==> src/rtl/tc2sm_serial.sv <==
// Digit-serial two's-complement to sign-magnitude decoder with valid/ready on both sides.
// Optional build macro TC2SM_FASTPATH_EN: non-negative operands skip the serial negation.
module tc2sm_serial #(
  parameter int WIDTH = 8,
  parameter int DIGIT = 2
) (
  input  logic             clk_i,
  input  logic             rst_ni,
  input  logic             in_valid,
  output logic             in_ready,
  input  logic [WIDTH-1:0] a_i,
  output logic             out_valid,
  input  logic             out_ready,
  output logic             sign_o,
  output logic [WIDTH-1:0] mag_o,
  output logic             is_min_o
);

  localparam int NCYC = (WIDTH + DIGIT - 1) / DIGIT;
  localparam int CW   = (NCYC > 1) ? $clog2(NCYC) : 1;
  localparam logic [CW-1:0]    LAST = CW'(NCYC - 1);
  localparam logic [WIDTH-1:0] MINV = {1'b1, {(WIDTH-1){1'b0}}};

  typedef enum logic [1:0] {IDLE, BUSY, DONE} state_t;

  state_t           state_q;
  logic [CW-1:0]    cnt_q;
  logic             prop_q;
  logic             sign_q;
  logic             is_min_q;
  logic [WIDTH-1:0] mag_q;

  logic [WIDTH-1:0] mag_nxt;
  logic             prop_nxt;
  logic             p;
  logic             ai;

  // Negate the current digit in place: invert and propagate the +1 through a prefix-AND chain.
  // Bits outside digit cnt_q are left alone, so a partial top digit simply has fewer bits.
  always_comb begin
    mag_nxt = mag_q;
    p       = prop_q;
    ai      = 1'b0;
    for (int b = 0; b < WIDTH; b++) begin
      if (sign_q && (cnt_q == CW'(b / DIGIT))) begin
        ai         = ~mag_q[b];
        mag_nxt[b] = ai ^ p;
        p          = ai & p;
      end
    end
    prop_nxt = p;
  end

  always_ff @(posedge clk_i or negedge rst_ni) begin
    if (!rst_ni) begin
      state_q   <= IDLE;
      in_ready  <= 1'b1;
      out_valid <= 1'b0;
      sign_q    <= 1'b0;
      mag_q     <= '0;
      is_min_q  <= 1'b0;
      cnt_q     <= '0;
      prop_q    <= 1'b1;
    end else begin
      case (state_q)
        IDLE: begin
          if (in_valid && in_ready) begin
            mag_q    <= a_i;
            sign_q   <= a_i[WIDTH-1];
            is_min_q <= 1'b0;
            cnt_q    <= '0;
            prop_q   <= 1'b1;
            in_ready <= 1'b0;
`ifdef TC2SM_FASTPATH_EN
            if (!a_i[WIDTH-1]) begin
              state_q   <= DONE;
              out_valid <= 1'b1;
            end else begin
              state_q <= BUSY;
            end
`else
            state_q <= BUSY;
`endif
          end
        end
        BUSY: begin
          mag_q  <= mag_nxt;
          prop_q <= prop_nxt;
          cnt_q  <= cnt_q + CW'(1);
          if (cnt_q == LAST) begin
            state_q   <= DONE;
            out_valid <= 1'b1;
            is_min_q  <= sign_q && (mag_nxt == MINV);
          end
        end
        DONE: begin
          if (out_ready) begin
            state_q   <= IDLE;
            out_valid <= 1'b0;
            in_ready  <= 1'b1;
          end
        end
        default: begin
          state_q   <= IDLE;
          out_valid <= 1'b0;
          in_ready  <= 1'b1;
        end
      endcase
    end
  end

  assign sign_o   = sign_q;
  assign mag_o    = mag_q;
  assign is_min_o = is_min_q;

endmodule

==> config.mk <==
export PLATFORM = sky130hd
export DESIGN_NAME = tc2sm_serial
export DESIGN_NICKNAME = d
export VERILOG_FILES = /design/src/rtl/tc2sm_serial.sv
export SDC_FILE = /design/constraint.sdc
export NUM_CORES = 1
export LEC_CHECK = 0
export CORE_AREA = 2 2 73 75
export CTS_CLUSTER_SIZE = 10
export DETAILED_ROUTE_END_ITERATION = 8
export DIE_AREA = 0 0 75 77
export PLACE_DENSITY_LB_ADDON = 0.3
export SLEW_MARGIN = 20
export SYNTH_ARGS = -nofsm -noshare
export SYNTH_HDL_FRONTEND = slang
export SYNTH_SLANG_ARGS = --single-unit
==> constraint.sdc <==
create_clock -name clk_i -period 5.59 [get_ports clk_i]
set_clock_uncertainty 0.2 [all_clocks]
set_input_delay 0.8385 -clock clk_i [delete_from_list [all_inputs] [get_ports clk_i]]
set_output_delay 0.8385 -clock clk_i [all_outputs]
set_load 0.1 [all_outputs]
Figure 1. The metal 1 layer.
Bar = 20 um. Cells faint in the background.
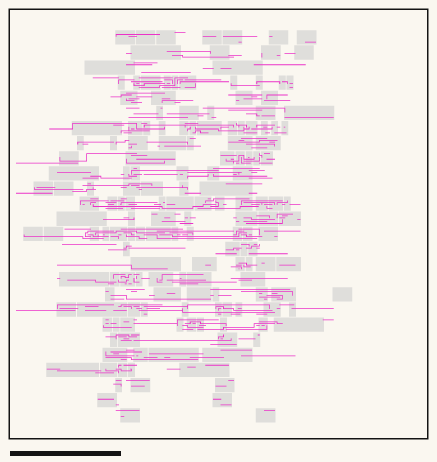
- longest straight run: 17.9 um
- nets with wire on the layer: 176
- share of all routed wire: 49%
- main direction: horizontal
- wire length on this layer: 1460 um

==> changes_impl.md <==
### Physical design

* CP max stage cell: dfrtp_1
* Non-clk buf share at 0.149
* Reg area at 428 um^2
* Worst-path fanout max at 7
* Initial antenna violation count at 0
* Chip area in the Yosys report at 1270 um^2
* Worst path arrival time at 4.86 ns
* Hold WS at 0.321 ns
* Post-detail-place hpwl at 2160 um
* Commonest Layout Cell: clkdlybuf4s50_1
* Rows at 26
* Post-synthesis compound-gate area fraction at 0.182
* Comb_multi_in at 108
* Worst path max stage delay at 0.41 ns
* Post-synthesis async set-or-reset flop share at 1.00
* Delay-heaviest family, CP: adder cells
* Count of tool warnings at 29
* CTS tree: yes
* Ys cells at 147
* Setup violations, final at 0
* Synth mux share at 0.0563
* M1 GR Usage at 0.153
* CTS Buffer Depth at 2
* MaxCap Viol Count at 0
* Count leader, synth: nand2_1
* Combinational share of cell area at 0.463
* Synth area leader: dfrtp_1
* Well Taps at 70
* Layout Utilization at 0.320
* Area delta synth->final at 25.6%
* Seq cells post-synth at 17
* HP Class: reg -> reg
* FF-to-FF Start: cnt_q[0]
* Worst-Margin Slew at 0.974 ns
* Flop-to-flop setup slack at 0.72 ns
* Top cell by count, worst path: ha_1
* Top cell category: logic gates
* Worst Hold Depth at 2
* Initial DRT Pass Iterations at 4
* DRC errors left at 0
* Syn Area/Cell at 8.62 um^2
* Routing usage on met3 at 0.0131
* Max reg flops at 8
* Fill cells at 522
* Flops at 17
* Routability congestion estimate at 0.738
* Hold path start: out_valid
* Synth Warn # at 0
* Final Cycle Share at 0.872
* Number of port buffers at 23
* Relative slew slack at 0.348
* FP Util at 0.255
* Clock Sinks at 17
* Placed inst area at 1550 um^2
* Commonest cells in the synthesized netlist: 22 x nand2_1, 15 x dfrtp_1, 15 x inv_1
* I/O pins at 24
* CP startpoint: cnt_q[0]
* Hold Buf Count CTS at 0
* Fin crit period at 4.87 ns
* Synth Flop Type: dfrtp_1
* Chip width at 75 um
* Worst setup path endpoint: is_min_o
* Post-DRT Antenna Nets at 0
* Number of nets in the layout at 193
* Adder Area Share at 0.118
* Largest net degree at the start of global routing at 20
* TNS Setup at 0 ns
* R2r endpoint: is_min_o
* Max layer used: met4
* WL met2 at 1420 um
* Worst Path Required at 5.58 ns
* Sequential share of cell area at 0.269
* Die Size at 5780 um^2
* Synth logic family: simple AND/OR/NAND/NOR gates
* Vias in the first global route at 1146
* Top Layout Cells: 23 x clkdlybuf4s50_1, 22 x nand2_1, 15 x inv_1, 15 x dfrtp_1, 14 x nor2_1
* WL met1 at 1460 um
* Synthesized area at 1270 um^2
* Die height at 77 um
* CP Depth at 30
* Share of layout cells above drive strength 1 at 0.0714
* Cell area leaders: dfrtp_1 30%, ha_1 12%, nand2_1 6.5%
* Basic Gates by Area at 0.225
* Inserted Diodes at 0
* First-pass GRT wire length at 5290 um
* Comb area at 737 um^2
* Layout clock area frac at 0.0283
* Resized cells post-CTS at 0
* WHS Endpoint: out_valid
* DRT iter0 DRCs at 44
* Syn nets at 171
* Overflow after GRT at 0
* Worst-Skew Late Latency at 0.26 ns
* H-tree levels at 1
* Critical path buffers and inverters at 3
* Non-Filler Instances at 238
* Final hold violations at 0
* CTS Buf Count at 3
* GRT Total Usage at 0.114
* Met3 Routed Length at 70 um
* Place WS at 0.706 ns
* Post-Place Cells at 234
* Synthesized instance count at 147
* Crit. End Element: flop
* Synth top area share at 0.296
* Core footprint at 4980 um^2
* Outcome: complete, no violations
* WL/cell at 12.5 um
* Repair and plain buffers at 24
* Pins Over Slew Limit at 0
* Cell variety after synth at 37
* Critical path class: reg -> reg
* GRT busiest layer: met2
* Post-synth EDFFs at 0
Figure 2. Metal 2.
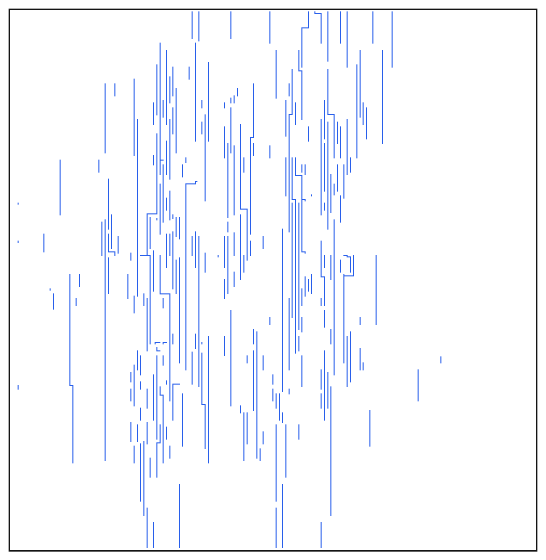
- longest straight run: 34.3 um
- share of all routed wire: 47%
- wire length on this layer: 1420 um
- nets with wire on the layer: 150
WL final: 2980 um
routed vias: 1121
met2 GRT Util: 0.185

